==> src/rtl/wieg_sturing_if.sv <==
// Purpose: groups the rocking-controller inputs and outputs into one bundle.
// Latency: none, wiring only.
// Backpressure: none, all signals are plain levels or pulses.
interface wieg_sturing_if;
    logic       start;
    logic       stressLaag;
    logic [7:0] huilVolume;
    logic [7:0] drempel;
    logic       motorAan;
    logic [2:0] snelheid;
    logic [1:0] patroon;
    logic       klaar;
    logic       alarm;

    // Stimulus side: drives the session request and sensor values.
    modport master (
        output start, stressLaag, huilVolume, drempel,
        input  motorAan, snelheid, patroon, klaar, alarm
    );

    // Controller side.
    modport slave (
        input  start, stressLaag, huilVolume, drempel,
        output motorAan, snelheid, patroon, klaar, alarm
    );
endinterface

==> src/rtl/wieg_sturing.sv <==
// Purpose: cradle rocking controller; escalates speed/pattern until the baby calms, then winds down.
// Latency: every output is registered, so it changes on the clock edge after the deciding cycle.
// Backpressure: none; start=0 aborts the session at the next edge.
module wieg_sturing #(
    parameter int EVAL_CYCLES = 16,
    parameter int MAX_NIVEAU  = 7
) (
    input  logic         clk,
    input  logic         r,
    wieg_sturing_if.slave bus
);
    localparam int CW = (EVAL_CYCLES > 1) ? $clog2(EVAL_CYCLES) : 1;
    localparam int DW = CW + 1;
    localparam logic [CW-1:0] CNT_LAST  = CW'(EVAL_CYCLES - 1);
    localparam logic [DW-1:0] DAAL_HALF = DW'(EVAL_CYCLES / 2);
    localparam logic [2:0]    NIV_MAX   = 3'(MAX_NIVEAU);

    typedef enum logic [2:0] {IDLE, WIEGEN, AFBOUW, RUST, ALARM} state_t;

    state_t        state_q, state_d;
    logic [CW-1:0] cnt_q, cnt_d;
    logic [DW-1:0] daal_q, daal_d;
    logic          calm_q, calm_d;
    logic          motor_q, motor_d;
    logic [2:0]    snel_q, snel_d;
    logic [1:0]    pat_q, pat_d;
    logic          klaar_q, klaar_d;
    logic          alarm_q, alarm_d;

    // Samples of the current cycle, folded in so a window end sees its own last cycle.
    logic          is_calm;
    logic          last;
    logic [DW-1:0] daal_sum;
    logic          calm_win;

    assign is_calm  = bus.huilVolume < bus.drempel;
    assign last     = (cnt_q == CNT_LAST);
    assign daal_sum = daal_q + DW'(bus.stressLaag);
    assign calm_win = calm_q & is_calm;

    // Next-state and next-output decision; abort by start=0 always takes priority.
    always_comb begin
        state_d = state_q;
        cnt_d   = cnt_q;
        daal_d  = daal_q;
        calm_d  = calm_q;
        motor_d = motor_q;
        snel_d  = snel_q;
        pat_d   = pat_q;
        klaar_d = 1'b0;
        alarm_d = alarm_q;

        case (state_q)
            IDLE: begin
                motor_d = 1'b0;
                snel_d  = 3'd0;
                pat_d   = 2'd0;
                alarm_d = 1'b0;
                if (bus.start) begin
                    state_d = WIEGEN;
                    motor_d = 1'b1;
                    snel_d  = 3'd1;
                    cnt_d   = '0;
                    daal_d  = '0;
                    calm_d  = 1'b1;
                end
            end
            WIEGEN: begin
                if (!bus.start) begin
                    state_d = IDLE;
                    motor_d = 1'b0;
                    snel_d  = 3'd0;
                    pat_d   = 2'd0;
                    cnt_d   = '0;
                    daal_d  = '0;
                    calm_d  = 1'b1;
                end else if (last) begin
                    cnt_d  = '0;
                    daal_d = '0;
                    calm_d = 1'b1;
                    if (calm_win) begin
                        state_d = AFBOUW;
                    end else if (daal_sum >= DAAL_HALF) begin
                        // stress is falling: hold level and pattern
                    end else if (snel_q < NIV_MAX) begin
                        snel_d = snel_q + 3'd1;
                    end else if (pat_q == 2'd3) begin
                        state_d = ALARM;
                        motor_d = 1'b0;
                        snel_d  = 3'd0;
                        alarm_d = 1'b1;
                    end else begin
                        pat_d  = pat_q + 2'd1;
                        snel_d = 3'd1;
                    end
                end else begin
                    cnt_d  = cnt_q + 1'b1;
                    daal_d = daal_sum;
                    calm_d = calm_win;
                end
            end
            AFBOUW: begin
                if (!bus.start) begin
                    state_d = IDLE;
                    motor_d = 1'b0;
                    snel_d  = 3'd0;
                    pat_d   = 2'd0;
                    cnt_d   = '0;
                    daal_d  = '0;
                    calm_d  = 1'b1;
                end else if (!is_calm) begin
                    // crying again: resume rocking at the current level with a fresh window
                    state_d = WIEGEN;
                    cnt_d   = '0;
                    daal_d  = '0;
                    calm_d  = 1'b1;
                end else if (last) begin
                    cnt_d  = '0;
                    daal_d = '0;
                    calm_d = 1'b1;
                    if (snel_q <= 3'd1) begin
                        state_d = RUST;
                        motor_d = 1'b0;
                        snel_d  = 3'd0;
                        klaar_d = 1'b1;
                    end else begin
                        snel_d = snel_q - 3'd1;
                    end
                end else begin
                    cnt_d = cnt_q + 1'b1;
                end
            end
            RUST: begin
                motor_d = 1'b0;
                snel_d  = 3'd0;
                if (!bus.start) begin
                    state_d = IDLE;
                    pat_d   = 2'd0;
                end
            end
            ALARM: begin
                motor_d = 1'b0;
                snel_d  = 3'd0;
                if (!bus.start) begin
                    state_d = IDLE;
                    pat_d   = 2'd0;
                    alarm_d = 1'b0;
                end
            end
            default: begin
                state_d = IDLE;
                motor_d = 1'b0;
                snel_d  = 3'd0;
                pat_d   = 2'd0;
                alarm_d = 1'b0;
            end
        endcase
    end

    // State, counters and registered outputs; reset clears everything immediately.
    always_ff @(posedge clk or negedge r) begin
        if (!r) begin
            state_q <= IDLE;
            cnt_q   <= '0;
            daal_q  <= '0;
            calm_q  <= 1'b0;
            motor_q <= 1'b0;
            snel_q  <= 3'd0;
            pat_q   <= 2'd0;
            klaar_q <= 1'b0;
            alarm_q <= 1'b0;
        end else begin
            state_q <= state_d;
            cnt_q   <= cnt_d;
            daal_q  <= daal_d;
            calm_q  <= calm_d;
            motor_q <= motor_d;
            snel_q  <= snel_d;
            pat_q   <= pat_d;
            klaar_q <= klaar_d;
            alarm_q <= alarm_d;
        end
    end

    assign bus.motorAan = motor_q;
    assign bus.snelheid = snel_q;
    assign bus.patroon  = pat_q;
    assign bus.klaar    = klaar_q;
    assign bus.alarm    = alarm_q;
endmodule

==> src/flat_wrapper.sv <==
// flat-port wrapper written by rule: the top's interface ports become plain ports
module wieg_sturing_flat 
#(
    parameter int EVAL_CYCLES = 16,
    parameter int MAX_NIVEAU  = 7
)
  (clk, r, bus_start, bus_stressLaag, bus_huilVolume, bus_drempel, bus_motorAan, bus_snelheid, bus_patroon, bus_klaar, bus_alarm);
  wieg_sturing_if bus_i ();
  input  logic clk;
  input  logic r;
  input wire logic [$bits(bus_i.start)-1:0] bus_start;
  input wire logic [$bits(bus_i.stressLaag)-1:0] bus_stressLaag;
  input wire logic [$bits(bus_i.huilVolume)-1:0] bus_huilVolume;
  input wire logic [$bits(bus_i.drempel)-1:0] bus_drempel;
  output wire logic [$bits(bus_i.motorAan)-1:0] bus_motorAan;
  output wire logic [$bits(bus_i.snelheid)-1:0] bus_snelheid;
  output wire logic [$bits(bus_i.patroon)-1:0] bus_patroon;
  output wire logic [$bits(bus_i.klaar)-1:0] bus_klaar;
  output wire logic [$bits(bus_i.alarm)-1:0] bus_alarm;
  assign bus_i.start = bus_start;
  assign bus_i.stressLaag = bus_stressLaag;
  assign bus_i.huilVolume = bus_huilVolume;
  assign bus_i.drempel = bus_drempel;
  assign bus_motorAan = bus_i.motorAan;
  assign bus_snelheid = bus_i.snelheid;
  assign bus_patroon = bus_i.patroon;
  assign bus_klaar = bus_i.klaar;
  assign bus_alarm = bus_i.alarm;
  wieg_sturing #(.EVAL_CYCLES(EVAL_CYCLES), .MAX_NIVEAU(MAX_NIVEAU)) u_core (.clk(clk), .r(r), .bus(bus_i));
endmodule
==> config.mk <==
export PLATFORM = sky130hd
export DESIGN_NAME = wieg_sturing_flat
export DESIGN_NICKNAME = d
export VERILOG_FILES = /design/src/rtl/wieg_sturing_if.sv /design/src/rtl/wieg_sturing.sv /design/src/flat_wrapper.sv
export SDC_FILE = /design/constraint.sdc
export NUM_CORES = 1
export LEC_CHECK = 0
export CAP_MARGIN = 0
export CORE_UTILIZATION = 48
export DETAILED_ROUTE_END_ITERATION = 10
export PLACE_DENSITY = 0.76
export SLEW_MARGIN = 25
export SYNTH_ARGS = -nofsm -noshare
export SYNTH_HDL_FRONTEND = slang
export SYNTH_SLANG_ARGS = --single-unit
==> constraint.sdc <==
create_clock -name clk -period 2.1 [get_ports clk]
set_clock_uncertainty 0.1 [all_clocks]
set_input_delay 0.42 -clock clk [delete_from_list [all_inputs] [get_ports clk]]
set_output_delay 0.42 -clock clk [all_outputs]
set_load 0.02 [all_outputs]
==> reports/qor.csv, run 1 <==
metric,value,unit
fmax,446.5,MHz
pg_comb,1.18,mW
cts_tree,yes,
path_class,reg -> reg,
post-place-ws,-0.6626,ns
comb_power_share,0.584,
dp_hpwl,3.206,mm
cp_top_family,AND-OR/OR-AND gates,
synth_flops,21,
grt_overflow,0,
grt_first_pass_wirelength,7.445,mm
dr_wl_met2,2.327,mm
final-setup-viol-count,8,
final_hold_viol_count,0,
mux_share,0.02857,
synth_cell_types,53,
top_cells_by_count,"dfrtp_1 (21), ha_1 (14), nor2_1 (13)",
crit_path_start,u_core.daal_q[0],
drv_cap,0,
period_needed,2.240,ns
ys_async_sr_fraction,1.000,
drv_slew,0,
setup_ws,-0.1397,ns
critPathArrivalTime,2.38,ns
slew_headroom,0.7577,
dieArea,3612,um^2
stdcell_count,277,
grt_pass1_vias,1611,
yosys_area,1620,um^2
die_x,60.10,um
cp_slowest_cell,dfrtp_1,
vias_per_cell,5.957,
clk-insertion-delay-late,0.33,ns
yosysWarnings,0,
syn_to_final_growth,48.26,%
lay_top_count,buf_4,
synthDominantCellAreaShare,0.3243,
core,3128,um^2
switchingPower,0.9146,mW
finish.utilization,0.7680,
ios,28,
vias,1650,
die_h,60.10,um
crit_fanout,3,
wl_met3,239,um
cp_num_buf_inv,0,
tool_warnings,31,
pwr-share-seq,0.308,
cpMostUsedCell,ha_4,
place_area,2180,um^2
r2r_cells,8,
sw_frac_of_total,0.4523,
busiest_layer,met2,
violations,setup timing,
ff_type,dfrtp_1,
p_clk,0.219,mW
drtIter0Drc,126,
diodes,0,
cts_root_buf,clkbuf_4,
tightest_slew,0.3627,ns
endpoint,u_core.bus.motorAan,
rsz0062_at_grt,yes,
io_buffer_count,27,
ant_nets,0,
use_met1,0.3628,
setup.worst_path.end_class,flop,
maxPowerGroup,combinational logic,
status,"finished, violations left",
final_area,2402,um^2
cts_hold_buf,0,
cts_resized,33,
dr.pass1.iters,4,
use_met2,0.4553,
run 1: layout make-up:
| type | count | area (um^2) | area share |
|---|---|---|---|
| Tap cell | 44 | 55.05 | 0.02292 |
| Timing Repair Buffer | 59 | 498.0 | 0.2073 |
| Sequential cell | 21 | 525.5 | 0.2188 |
| Inverter | 13 | 51.30 | 0.02135 |
| Multi-Input combinational cell | 136 | 1245 | 0.5182 |
| Clock buffer | 3 | 22.52 | 0.009375 |
| Clock inverter | 1 | 5.005 | 0.002083 |
run 1: worst register-to-register path: stages, from the launching register on:
cell	delay, ns
dfrtp_1	0.43
ha_4	0.18
ha_4	0.16
xor2_2	0.18
o2bb2ai_4	0.19
nand4_4	0.14
a2111o_1	0.42
a21o_1	0.18
a22o_1	0.18
Figure 1. Met1 routing (run 1).
The bar under the picture is 20 um long.
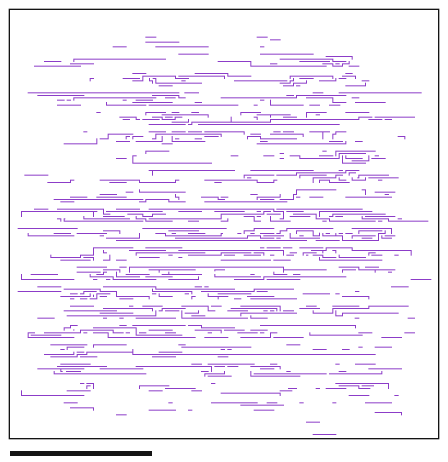
wire length on this layer: 2,040 um
main direction: horizontal
longest straight run: 34.0 um
share of all routed wire: 43%
nets with wire on the layer: 246

Figure 2. The metal 2 layer (run 1).
The bar under the picture is 20 um long. Cells faint in the background.
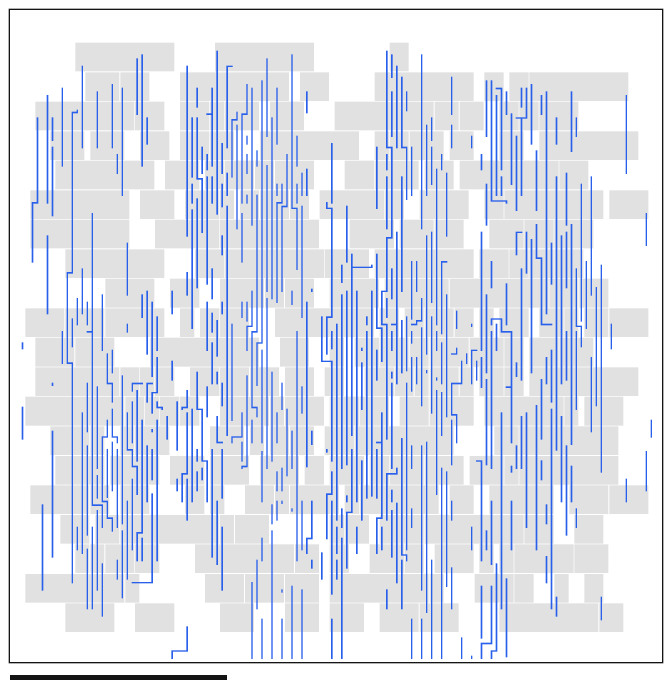
main direction: vertical
share of all routed wire: 49%
nets with wire on the layer: 243
wire length on this layer: 2,330 um
longest straight run: 26.9 um

Figure 3. The metal 3 layer (run 1).
The bar under the picture is 20 um long. Cells faint in the background.
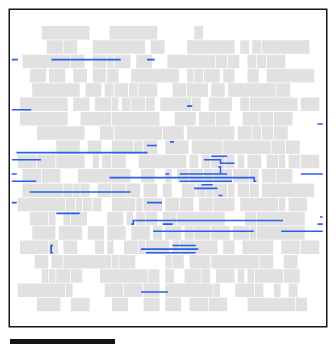
main direction: horizontal
share of all routed wire: 5.1%
Detailed Route WL: 4.728 mm
grt met3 use: 0.05195

--- run 2 (diff from run 1) ---
--- a/config.mk
+++ b/config.mk
@@ -8,8 +8,10 @@
 export CAP_MARGIN = 0
 export CORE_UTILIZATION = 48
 export DETAILED_ROUTE_END_ITERATION = 10
-export PLACE_DENSITY = 0.76
+export GPL_TIMING_DRIVEN = 0
+export PLACE_DENSITY = 0.82
 export SLEW_MARGIN = 25
 export SYNTH_ARGS = -nofsm -noshare
 export SYNTH_HDL_FRONTEND = slang
 export SYNTH_SLANG_ARGS = --single-unit
+export TNS_END_PERCENT = 30
==> reports/qor.csv, run 2 <==
metric,value,unit
core,3128,um^2
ys_sh_aoi,0.3212,
stdcell_count,268,
drv_slew,0,
r2r_start,u_core.daal_q[0],
synthSimpleGateAreaFrac,0.1629,
hold_path_end,u_core.cnt_q[0],
syn_area,1620,um^2
post-place-ws,-0.7117,ns
cts-buffers-inserted,3,
maxPowerGroup,combinational logic,
tns,-0.8539,ns
cts_root_buf,clkbuf_4,
largest-register,u_core.daal_q,
ios,28,
grt_antenna_before_repair,0,
violations,setup timing,
r2r_end,u_core.bus.patroon[0],
final-setup-viol-count,6,
diodes,0,
path_class,reg -> reg,
clk-insertion-delay-late,0.32,ns
status,"finished, violations left",
adder_share,0.1081,
yosys.area.top_type,dfrtp_1,
top_layer,met4,
syn_inst,172,
ant_nets,0,
place_area,2021,um^2
worstPathCellList,"ha_4, ha_4, xor2_2, o2bb2ai_4, nand4_4, buf_6, a2111oi_4, o21ai_2, mux2_4",
fillers,203,
ir_drop,0.4996,mV
syn_to_final_growth,47.18,%
drive_above_1_share,0.3527,
final_area,2385,um^2
ys_async_sr_fraction,1.000,
rsz0062_at_grt,yes,
syn_nets,206,
fmax,434.9,MHz
nets,259,
top_regs,"u_core.daal_q: 5 flops, u_core.cnt_q: 4 flops",
yosysWarnings,0,
hp-class,reg -> reg,
wire_per_inst,19.21,um
yosys-stat-cells,172,
wl_met3,397,um
p_clk,0.200,mW
cts.sinks,21,
synth.avg_cell_area,9.420,um^2
dr_wl_met2,2.517,mm
crit_path_start,u_core.daal_q[0],
grt_overflow,0,
top_cells_by_count,"dfrtp_1 (21), ha_1 (14), nor2_1 (13)",
post_cts.repair.setup_buffers,15,
cts_max_path_buffers,2,
critPathRequiredTime,2.20,ns
hold_start,u_core.cnt_q[0],
rows,20,
pg_comb,1.15,mW
cts_resized,47,
yosys_area,1620,um^2
synth_flops,21,
cts_tree,yes,
leakagePower,1.018,nW
drtIter0Drc,175,
cpPeakStageDelay,0.42,ns
tool_warnings,31,
vias_per_cell,6.463,
final_cell_mix,"dfrtp_1 (20), buf_4 (17), a21oi_1 (10), nor2_1 (9), o21ai_0 (9)",
die_x,60.10,um
pwr-share-seq,0.316,
endpoint,u_core.bus.patroon[0],
rrSetupSlack,-0.20,ns
grt_first_pass_wirelength,8.190,mm
period_needed,2.300,ns
io_buffer_count,27,
sw_frac_of_total,0.4751,
largest_reg_flops,5,
grt_pass1_vias,1726,
period_used_share,1.095,
cpMostUsedCell,ha_4,
dp.cells,243,
synthDominantCellAreaShare,0.3243,
cp_slowest_cell,dfrtp_1,
r2r_cells,9,
drv_cap,0,
xor_share,0.01622,
dr.pass1.iters,5,
wl,5.147,mm
synth-edff-count,0,
cts_hold_buf,0,
power.density,829.2,nW/um^2
ff_type,dfrtp_1,
switchingPower,0.9395,mW
start_kind,flop,
use_met2,0.5008,
pg_seq,0.624,mW
slew_headroom,0.5598,
use_met1,0.3816,
comb_power_share,0.583,
die_h,60.10,um
m1WireLength,1.965,mm
ys_seq_frac,0.3243,
final_hold_viol_count,0,
top_cells_by_area,"dfrtp_1 (32%), ha_1 (11%), o21ai_0 (3.7%), a21oi_1 (3.4%), a22o_1 (3.2%)",
grt_max_degree,22,
gp_congestion,0.8592,
crit_fanout,3,
top_cell,dfrtp_1,
critPathArrivalTime,2.40,ns
mux_share,0.02857,
fp_util,0.5180,
dieArea,3612,um^2
grt_use_met3,0.07792,
hold_depth,1,
setup.worst_path.end_class,flop,
tightest_slew,0.6564,ns
synth_cell_types,53,
setup_ws,-0.1996,ns
finish.utilization,0.7624,
lay_top_count,dfrtp_1,
vias,1732,
cts_max_level,1,
dp_hpwl,2.927,mm
[run 2: cell type report]
type,count,area (um^2),share of cell area
clock buffer,4,26.28,0.01102
buffer,3,13.76,0.005771
inverter,13,51.30,0.02151
timing repair buffer,47,405.4,0.1700
sequential,21,526.8,0.2209
tap,44,55.05,0.02308
multi-input combinational,136,1306,0.5477
[run 2: critical path, delay by kind of cell, from the launching register on]
kind            cells  cell delay [ns]
compound gates      3             0.59
flops               1             0.42
fa+ha+maj           2             0.34
mux                 1             0.28
xor+xnor            1             0.18
buf+inv             1             0.15
simple gates        1             0.13
[run 2: per-stage QoR]
step                      hold slack, ns  power [mW]
after global placement            0.3773       1.467
after detailed placement          0.3894       1.523
after global routing              0.4473       2.094
after CTS                         0.4099       1.816
after floorplan                  0.02441       1.236
final                             0.4062       1.977
Figure 4. The metal 2 layer (run 2).
The bar under the picture is 20 um long. Cells faint in the background.
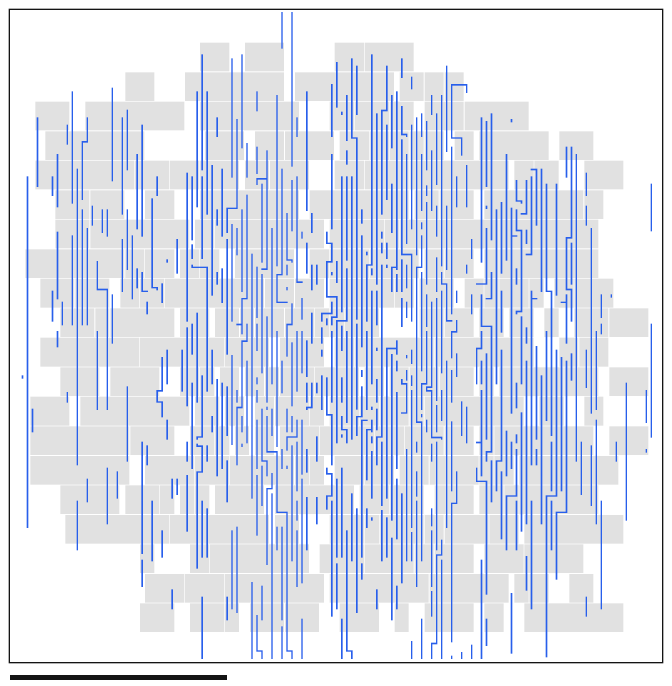
main direction: vertical
wire length on this layer: 2,520 um

Figure 5. Congestion heat map (run 2).
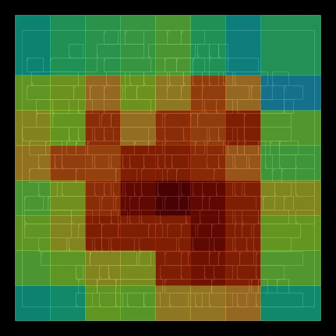
busiest grt layer: met2
GRT Util Overall: 0.3102

Figure 6. Metal 4 (run 2).
The bar under the picture is 20 um long.
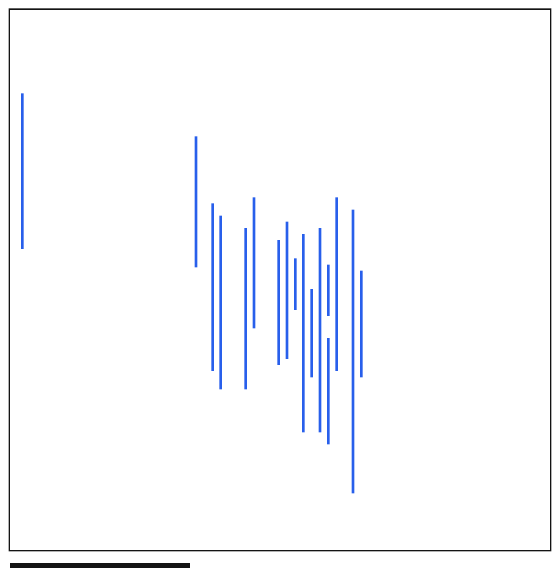
longest straight run: 31.3 um
main direction: vertical
wire length on this layer: 267 um
share of all routed wire: 5.2%
nets with wire on the layer: 17

--- run 3 (diff from run 2) ---
--- a/config.mk
+++ b/config.mk
@@ -5,11 +5,13 @@
 export SDC_FILE = /design/constraint.sdc
 export NUM_CORES = 1
 export LEC_CHECK = 0
+export ABC_CLOCK_PERIOD_IN_PS = 2100
 export CAP_MARGIN = 0
 export CORE_UTILIZATION = 48
 export DETAILED_ROUTE_END_ITERATION = 10
 export GPL_TIMING_DRIVEN = 0
 export PLACE_DENSITY = 0.82
+export REMOVE_ABC_BUFFERS = 1
 export SLEW_MARGIN = 25
 export SYNTH_ARGS = -nofsm -noshare
 export SYNTH_HDL_FRONTEND = slang
==> reports/qor.csv, run 3 <==
metric,value,unit
crit_fanout,3,
die_x,60.10,um
rrSetupSlack,-0.20,ns
ff_type,dfrtp_1,
place_area,1932,um^2
crit_path_start,u_core.daal_q[0],
syn_area,1620,um^2
grt_max_degree,22,
nets,253,
synth_cell_types,53,
cts.reportedPaths.clkPinSlew,0.14,ns
ant_nets,0,
status,"finished, violations left",
setup_ws,-0.2025,ns
cp_slowest_cell,a2111o_1,
period_used_share,1.096,
fmax,434.3,MHz
syn_inst,172,
vias,1668,
start_kind,flop,
inv_count,13,
path_class,reg -> reg,
drv_slew,0,
worstPathCellList,"ha_4, ha_4, xor2_4, o2bb2ai_4, nand4_4, a2111o_1, a21o_1, a22o_1",
ys_sh_aoi,0.3212,
buf_share,0.1580,
dp_hpwl,2.841,mm
power,1.961,mW
mux_share,0.02857,
ios,28,
seqCellArea,525.5,um^2
drtIter0Drc,110,
cts_tree,yes,
fp_util,0.5180,
tightest_slew,0.6414,ns
comb-cell-share,0.5628,
stdcell_count,262,
ys_seq_frac,0.3243,
final-setup-viol-count,9,
grt_pass1_vias,1595,
period_needed,2.302,ns
cts-buffers-inserted,3,
tool_warnings,29,
synth.avg_cell_area,9.420,um^2
drv_cap,0,
power.density,833.5,nW/um^2
top_cell,dfrtp_1,
adder_share,0.1081,
synthDominantCellAreaShare,0.3243,
top_regs,"u_core.daal_q: 5 flops, u_core.cnt_q: 4 flops",
die_h,60.10,um
synth_flops,21,
top_cells_by_count,"dfrtp_1 (21), ha_1 (14), nor2_1 (13)",
synthSimpleGateAreaFrac,0.1629,
taps,44,
largest-register,u_core.daal_q,
final_hold_viol_count,0,
final_area,2352,um^2
rsz0062_at_grt,yes,
yosysWarnings,0,
rows,20,
cts_max_level,1,
logic_family,AND-OR/OR-AND gates,
largest_reg_flops,5,
r2r_cells,8,
hold_start,u_core.cnt_q[0],
yosys_area,1620,um^2
vias_per_cell,6.366,
critPathArrivalTime,2.45,ns
holdWs,0.4188,ns
gp_congestion,0.8567,
dieArea,3612,um^2
tns,-0.6320,ns
hold_depth,1,
cts.sinks,21,
yosys-stat-cells,172,
hold_path_end,u_core.cnt_q[0],
synth-edff-count,0,
lay_top_count,dfrtp_1,
setup.worst_path.end_class,flop,
drive_above_1_share,0.3486,
grt_overflow,0,
seq_share,0.2234,
drc,0,
logic_area,1324,um^2
largest_class,multi-input combinational cells,
post-place-ws,-0.8678,ns
grt_first_pass_wirelength,7.879,mm
yosys.area.top_type,dfrtp_1,
top_cells_by_area,"dfrtp_1 (32%), ha_1 (11%), o21ai_0 (3.7%), a21oi_1 (3.4%), a22o_1 (3.2%)",
wl,5.107,mm
num-clock-buffers,3,
buffers,44,
clk_share,0.01170,
r2r_end,u_core.bus.motorAan,
grt_antenna_before_repair,0,
cts_max_path_buffers,2,
cts_hold_buf,0,
endpoint,u_core.bus.motorAan,
syn_to_final_growth,45.17,%
xor_share,0.01622,
dr.pass1.iters,4,
ir_drop,0.5085,mV
fillers,190,
core,3128,um^2
clk-insertion-delay-late,0.34,ns
cpPeakStageDelay,0.44,ns
flops,21,
leakagePower,0.9725,nW
r2r_start,u_core.daal_q[0],
critPathRequiredTime,2.25,ns
slew_headroom,0.5699,
cts_resized,58,
post_cts.repair.setup_buffers,12,
violations,setup timing,
logic_gates,136,
cpMostUsedCell,ha_4,
hp-class,reg -> reg,
io_buffer_count,27,
diodes,0,
dp.cells,240,
ys_async_sr_fraction,1.000,
cts_root_buf,clkbuf_4,
final_cell_mix,"dfrtp_1 (21), buf_4 (14), clkdlybuf4s50_1 (11)",
-- run 3: power by group --
group	internal [mW]	switching [mW]
clock network	0.0718	0.150
logic	0.460	0.609
registers	0.494	0.176
total	1.03	0.935
-- run 3: metal layers --
layer | share of wire | wire length [um] | up-vias | GRT usage
met2 | 0.49 | 2501 | 86 | 0.4804
met3 | 0.079 | 401 | 18 | 0.05195
met4 | 0.028 | 143 | 0 | 0.1229
met5 | 0 | 0 | - | 0
li1 | - | - | 743 | -
met1 | 0.40 | 2060 | 821 | 0.3818
-- run 3: critical path, delay by kind of cell, from the launching register on --
kind,cells,cell delay (ns)
AOI/OAI and AO/OA,4,1.01
adders and majority gates,2,0.37
DFF,1,0.43
and+or+nand+nor,1,0.15
xor gates and xnor gates,1,0.16
Figure 7. Metal 4 (run 3).
The bar under the picture is 20 um long.
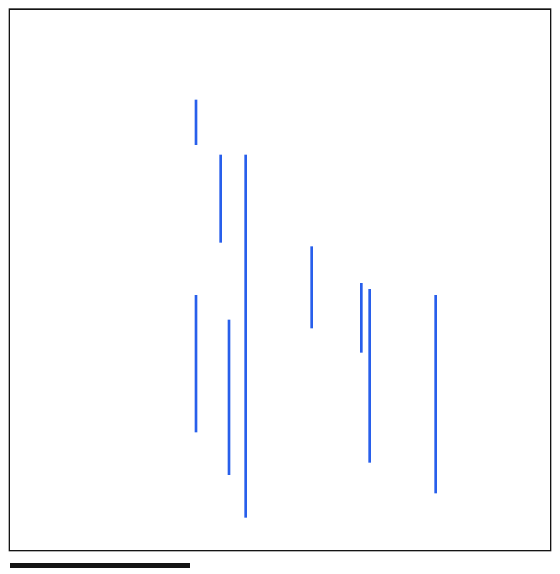
main direction: vertical
wire length on this layer: 144 um
share of all routed wire: 2.8%
nets with wire on the layer: 9
longest straight run: 40.1 um

Figure 8. Met1 routing (run 3).
The bar under the picture is 20 um long.
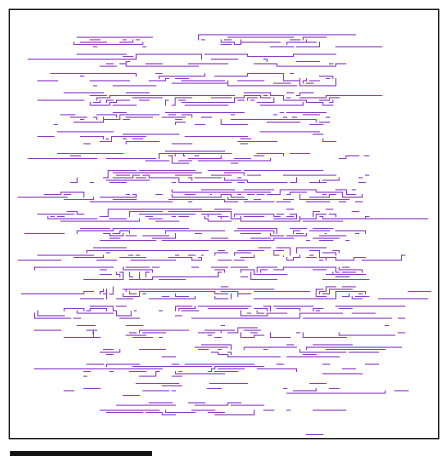
share of all routed wire: 40%
longest straight run: 22.1 um
main direction: horizontal
wire length on this layer: 2,060 um

Figure 9. Congestion heat map (run 3).
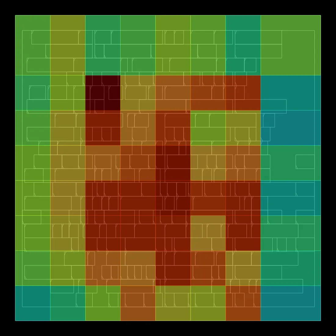
GRT met1 Usage: 0.3818
GRT Util Overall: 0.2947
final core occ: 0.7520
met2 Use GR: 0.4804
WL per Instance: 19.49 um

Power and IR drop assume default switching activity.
